Fig. 1: the metal 1 layer
Scale bar: 20 um. Supply wires on this layer in grey.
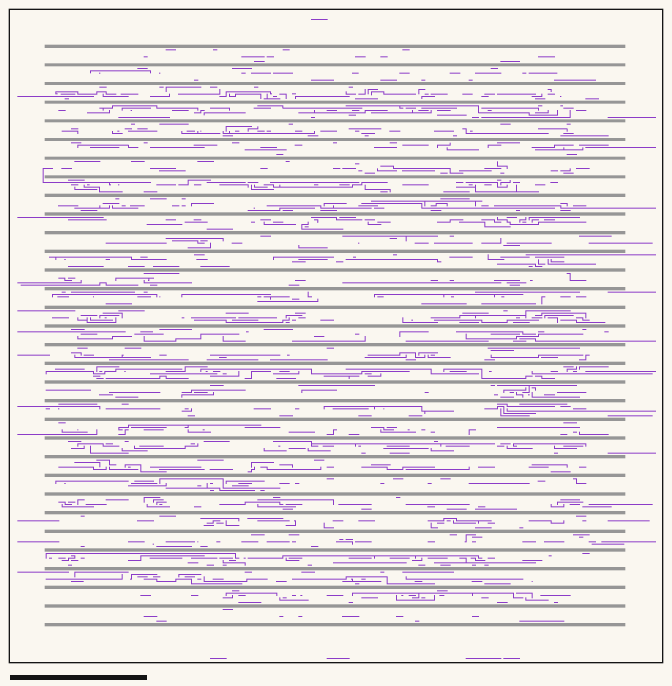
Fig. 2: met2 routing
Cells faint in the background.
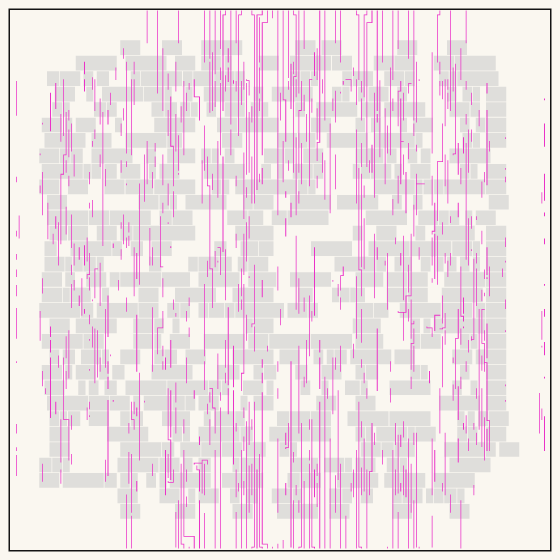
<file path="src/rtl/dma_csr_pkg.sv">
// Shared types and constants for the DMA CSR bus master: FSM encoding,
// bus widths and the CSR register map offsets.
package dma_csr_pkg;

  localparam int unsigned CSR_ADDR_W = 4;
  localparam int unsigned CSR_DATA_W = 32;
  localparam int unsigned CSR_BE_W   = 4;

  localparam logic [CSR_ADDR_W-1:0] CSR_CONTROL_ADDR  = 4'h0;
  localparam logic [CSR_ADDR_W-1:0] CSR_STATUS_ADDR   = 4'h4;
  localparam logic [CSR_ADDR_W-1:0] CSR_NEXT_PTR_ADDR = 4'h8;

  typedef enum logic [1:0] {
    StIdle   = 2'd0,
    StAccess = 2'd1,
    StResp   = 2'd2
  } state_e;

endpackage

</file>
<file path="src/rtl/dma_csr_mst_timer.sv">
// Wait-request timeout counter for dma_csr_master; only instantiated when
// DMA_CSR_MASTER_TIMEOUT_EN is defined.
module dma_csr_mst_timer #(
  parameter int unsigned TIMEOUT_CYCLES = 64
) (
  input  logic clk,
  input  logic reset,
  input  logic clear_i,
  input  logic tick_i,
  output logic expired_o
);

  localparam int unsigned CntW = $clog2(TIMEOUT_CYCLES + 1);
  localparam logic [CntW-1:0] Limit = CntW'(TIMEOUT_CYCLES - 1);

  logic [CntW-1:0] cnt_q, cnt_d;

  assign expired_o = (cnt_q == Limit);

  // Hold at the limit so a stale count can never wrap back below it.
  always_comb begin
    cnt_d = cnt_q;
    if (clear_i) begin
      cnt_d = '0;
    end else if (tick_i && !expired_o) begin
      cnt_d = cnt_q + CntW'(1);
    end
  end

  always_ff @(posedge clk) begin
    if (reset) begin
      cnt_q <= '0;
    end else begin
      cnt_q <= cnt_d;
    end
  end

endmodule

</file>
<file path="src/rtl/dma_csr_master.sv">
// Single-outstanding CSR bus master: accepts a command, runs one wait-request
// access and holds the response until it is taken. Timeout via DMA_CSR_MASTER_TIMEOUT_EN.
module dma_csr_master
  import dma_csr_pkg::*;
#(
  parameter int unsigned TIMEOUT_CYCLES = 64
) (
  input  logic                  clk,
  input  logic                  reset,
  input  logic                  cmd_valid_i,
  output logic                  cmd_ready_o,
  input  logic                  cmd_wr_i,
  input  logic [CSR_ADDR_W-1:0] cmd_addr_i,
  input  logic [CSR_DATA_W-1:0] cmd_wr_data_i,
  input  logic [CSR_BE_W-1:0]   cmd_be_i,
  output logic                  rsp_valid_o,
  input  logic                  rsp_ready_i,
  output logic [CSR_DATA_W-1:0] rsp_rd_data_o,
  output logic                  rsp_err_o,
  output logic                  csr_wr_o,
  output logic                  csr_rd_o,
  output logic [CSR_ADDR_W-1:0] csr_addr_o,
  output logic [CSR_DATA_W-1:0] csr_wr_data_o,
  output logic [CSR_BE_W-1:0]   csr_be_o,
  input  logic                  csr_wait_rq_i,
  input  logic [CSR_DATA_W-1:0] csr_rd_data_i,
  output logic                  busy_o
);

  if (TIMEOUT_CYCLES < 1) begin : g_timeout_check
    $error("TIMEOUT_CYCLES must be at least 1");
  end

  state_e                state_q, state_d;
  logic                  csr_wr_q, csr_wr_d;
  logic                  csr_rd_q, csr_rd_d;
  logic [CSR_ADDR_W-1:0] addr_q, addr_d;
  logic [CSR_DATA_W-1:0] wdata_q, wdata_d;
  logic [CSR_BE_W-1:0]   be_q, be_d;
  logic [CSR_DATA_W-1:0] rsp_data_q, rsp_data_d;
  logic                  accept;

  assign cmd_ready_o = (state_q == StIdle) & ~reset;
  assign accept      = cmd_valid_i & cmd_ready_o;

`ifdef DMA_CSR_MASTER_TIMEOUT_EN
  logic timeout_hit;
  logic rsp_err_q, rsp_err_d;

  dma_csr_mst_timer #(
    .TIMEOUT_CYCLES(TIMEOUT_CYCLES)
  ) u_timer (
    .clk      (clk),
    .reset    (reset),
    .clear_i  (accept),
    .tick_i   ((state_q == StAccess) & csr_wait_rq_i),
    .expired_o(timeout_hit)
  );

  assign rsp_err_o = rsp_err_q;
`else
  assign rsp_err_o = 1'b0;
`endif

  always_comb begin
    state_d    = state_q;
    csr_wr_d   = csr_wr_q;
    csr_rd_d   = csr_rd_q;
    addr_d     = addr_q;
    wdata_d    = wdata_q;
    be_d       = be_q;
    rsp_data_d = rsp_data_q;
`ifdef DMA_CSR_MASTER_TIMEOUT_EN
    rsp_err_d  = rsp_err_q;
`endif
    unique case (state_q)
      StIdle: begin
        if (accept) begin
          csr_wr_d = cmd_wr_i;
          csr_rd_d = ~cmd_wr_i;
          addr_d   = cmd_addr_i;
          wdata_d  = cmd_wr_data_i;
          be_d     = cmd_be_i;
          state_d  = StAccess;
        end
      end
      StAccess: begin
        // Completion is checked first so it wins over a same-cycle timeout.
        if (!csr_wait_rq_i) begin
          rsp_data_d = csr_rd_q ? csr_rd_data_i : '0;
          csr_wr_d   = 1'b0;
          csr_rd_d   = 1'b0;
          state_d    = StResp;
`ifdef DMA_CSR_MASTER_TIMEOUT_EN
          rsp_err_d  = 1'b0;
        end else if (timeout_hit) begin
          rsp_data_d = '0;
          rsp_err_d  = 1'b1;
          csr_wr_d   = 1'b0;
          csr_rd_d   = 1'b0;
          state_d    = StResp;
`endif
        end
      end
      StResp: begin
        if (rsp_ready_i) begin
          state_d = StIdle;
        end
      end
      default: state_d = StIdle;
    endcase
  end

  always_ff @(posedge clk) begin
    if (reset) begin
      state_q    <= StIdle;
      csr_wr_q   <= 1'b0;
      csr_rd_q   <= 1'b0;
      addr_q     <= '0;
      wdata_q    <= '0;
      be_q       <= '0;
      rsp_data_q <= '0;
`ifdef DMA_CSR_MASTER_TIMEOUT_EN
      rsp_err_q  <= 1'b0;
`endif
    end else begin
      state_q    <= state_d;
      csr_wr_q   <= csr_wr_d;
      csr_rd_q   <= csr_rd_d;
      addr_q     <= addr_d;
      wdata_q    <= wdata_d;
      be_q       <= be_d;
      rsp_data_q <= rsp_data_d;
`ifdef DMA_CSR_MASTER_TIMEOUT_EN
      rsp_err_q  <= rsp_err_d;
`endif
    end
  end

  assign csr_wr_o      = csr_wr_q;
  assign csr_rd_o      = csr_rd_q;
  assign csr_addr_o    = addr_q;
  assign csr_wr_data_o = wdata_q;
  assign csr_be_o      = be_q;
  assign rsp_valid_o   = (state_q == StResp);
  assign rsp_rd_data_o = rsp_data_q;
  assign busy_o        = (state_q != StIdle);

endmodule

</file>
<file path="config.mk">
export PLATFORM = sky130hd
export DESIGN_NAME = dma_csr_master
export DESIGN_NICKNAME = d
export VERILOG_FILES = /design/src/rtl/dma_csr_pkg.sv /design/src/rtl/dma_csr_mst_timer.sv /design/src/rtl/dma_csr_master.sv
export SDC_FILE = /design/constraint.sdc
export NUM_CORES = 1
export LEC_CHECK = 0
export CAP_MARGIN = 10
export CORE_MARGIN = 5
export CORE_UTILIZATION = 39
export CTS_BUF_LIST = sky130_fd_sc_hd__clkbuf_2 sky130_fd_sc_hd__clkbuf_4 sky130_fd_sc_hd__clkbuf_8
export CTS_CLUSTER_DIAMETER = 50
export DETAILED_ROUTE_END_ITERATION = 6
export PLACE_DENSITY_LB_ADDON = 0.08
export SKIP_LAST_GASP = 1
export SLEW_MARGIN = 20
export SYNTH_ARGS = -nofsm -noshare
export SYNTH_HDL_FRONTEND = slang
export SYNTH_SLANG_ARGS = --single-unit
</file>
<file path="constraint.sdc">
create_clock -name clk -period 2.9 [get_ports clk]
set_input_delay 0.725 -clock clk [delete_from_list [all_inputs] [get_ports clk]]
set_output_delay 0.725 -clock clk [all_outputs]
set_load 0.01 [all_outputs]
</file>
==> results.yml <==
# physical design summary
synthesis:
  synth-area-yosys_mm2: 0.00282
  top_cells_by_count: "dfxtp_1, nand2_1, nand2b_1, o21ai_0, a21oi_1"
  ys_sh_adder_pct: 0
  ys.flop_type: "dfxtp_1"
  ys_sh_aoi_pct: 13.3
  yosys.cell_count.top_type: "dfxtp_1"
  fp_nets: 416
  ys_cells: 338
  ys_seq_share_pct: 53.9
  ys_types: 19
  top_area_cell: "dfxtp_1"
  yosysWarnings: 0
  enable_flop_cells: 0
  top_area_share_pct: 53.9
  top_cells_by_area: "dfxtp_1, nand2_1, nand2b_1, o21ai_0, a21oi_1"
  postSynthCellCount: 338
  synth-seq-cells: 76
  syn-cell-area_mm2: 0.00282
  logic_family: "simple AND/OR/NAND/NOR gates"
setup_path:
  rr_worst_depth: 4
  cpPeakStageDelay_ps: 580
  timing.rr.end: "csr_wr_o"
  crit_chain: "nor2b_1, clkdlybuf4s50_1"
  cp-start-kind: "flop"
  critPathArrivalTime_ps: 1640
  path_class: "flop to primary output"
  cp-end-kind: "primary output"
  crit_fanout: 7
  crit_cells: 2
  crit_start: "state_q[1]"
  r2r_slack_ps: 1460
timing:
  timing.final.ws_setup_ps: 534
  finalSetupViolCount: 0
  worst_pin_slew_ps: 709
  rsz0062_at_grt: "false"
  period_needed_ps: 2370
  drv_slew: 0
  finalClockSkew_ps: 7.52
flow_run:
  warnings: 26
worst_hold_path:
  hp-start: "rsp_rd_data_o[14]"
  min_to: "rsp_rd_data_o[14]"
clock_tree:
  root_buffer: "clkbuf_8"
  clk_path_buf_depth: 2
  numCtsBuffers: 9
  holdBufCountCts: 0
  cts_sinks: 76
  ctsResizeCount: 0
  htree_levels: 3
  clk_pin_slew_ps: 80
  clk_latency_ps: 340
detailed_routing:
  drc: 0
  wl_per_cell_um: 13.7
  antenna_left: 0
  dr.pass1.iters: 4
  drt_iter0_markers: 73
final_layout:
  sh_comb_area_pct: 25.4
  fin_nets: 559
  layout_top_cells: "clkdlybuf4s50_1, dfxtp_1, nand2_1"
  antennaDiodeCount: 0
  final-clk-cell-share_pct: 4.36
  comb_area_mm2: 0.00117
  syn_to_final_growth_pct: 63.9
  clock_buffers: 12
  fin_util_pct: 64.8
  layout_top_cell: "clkdlybuf4s50_1"
  seq_share_pct: 32.9
  flop_area_mm2: 0.00152
power_and_ir_drop:
  p_int_mw: 1.75
  pwr-share-comb_pct: 15.8
  p_switching_mw: 0.544
  power.leakage_nw: 1.60
  powerClk_mw: 0.811
  maxPowerGroup: "registers"
global_routing:
  grt_pass1_wl_um: 12500
  grt_pass1_vias: 2580
floorplanning:
  die-height_um: 95.0
  die_w_um: 95.0
  core-area_mm2: 0.00714
outcome:
  status: "finished, final reports clean"
placed_design:
  dpl_worst_slack_ps: 535
Back to the opening pictures, Fig. 1:
share of all routed wire: 41%
main direction: horizontal
wire length on this layer: 3,320 um
longest straight run: 28.5 um
total wire length: 8010 um
vias post-DR: 2,718
met1 Track Usage GR: 20.7%

Back to the opening pictures, Fig. 2:
longest straight run: 35.9 um
wire length on this layer: 3,690 um
main direction: vertical
share of all routed wire: 46%
M2 GR Usage: 27.7%

[through the flow]
step,instance area [um^2],std cells
after floorplan,2820,338
after global placement,4420,569
after detailed placement,4420,569
after CTS,4620,585
after global routing,4620,585
final,4620,585
[flip-flops by register name, indices dropped and copies added, names as in the netlist]
name           cells
state_q            2
csr_wr_data_o     32
csr_rd_o           1
csr_addr_o         4
csr_wr_o           1
csr_be_o           4
rsp_rd_data_o     32
[routing by layer]
layer / track usage (%) / share of wire [%] / vias up
li1: - / - / 1394
met1: 20.7 / 41 / 1208
met2: 27.7 / 46 / 105
met3: 8.92 / 10 / 11
met4: 6.73 / 2.0 / 0
met5: 0 / 0 / -
[worst register-to-register path: stages, from the launching register on]
cell,delay (ps)
dfxtp_1,480
or3b_1,370
buf_4,250
nand3b_1,130
a21oi_1,60
Power is estimated from default activity; no workload was simulated.
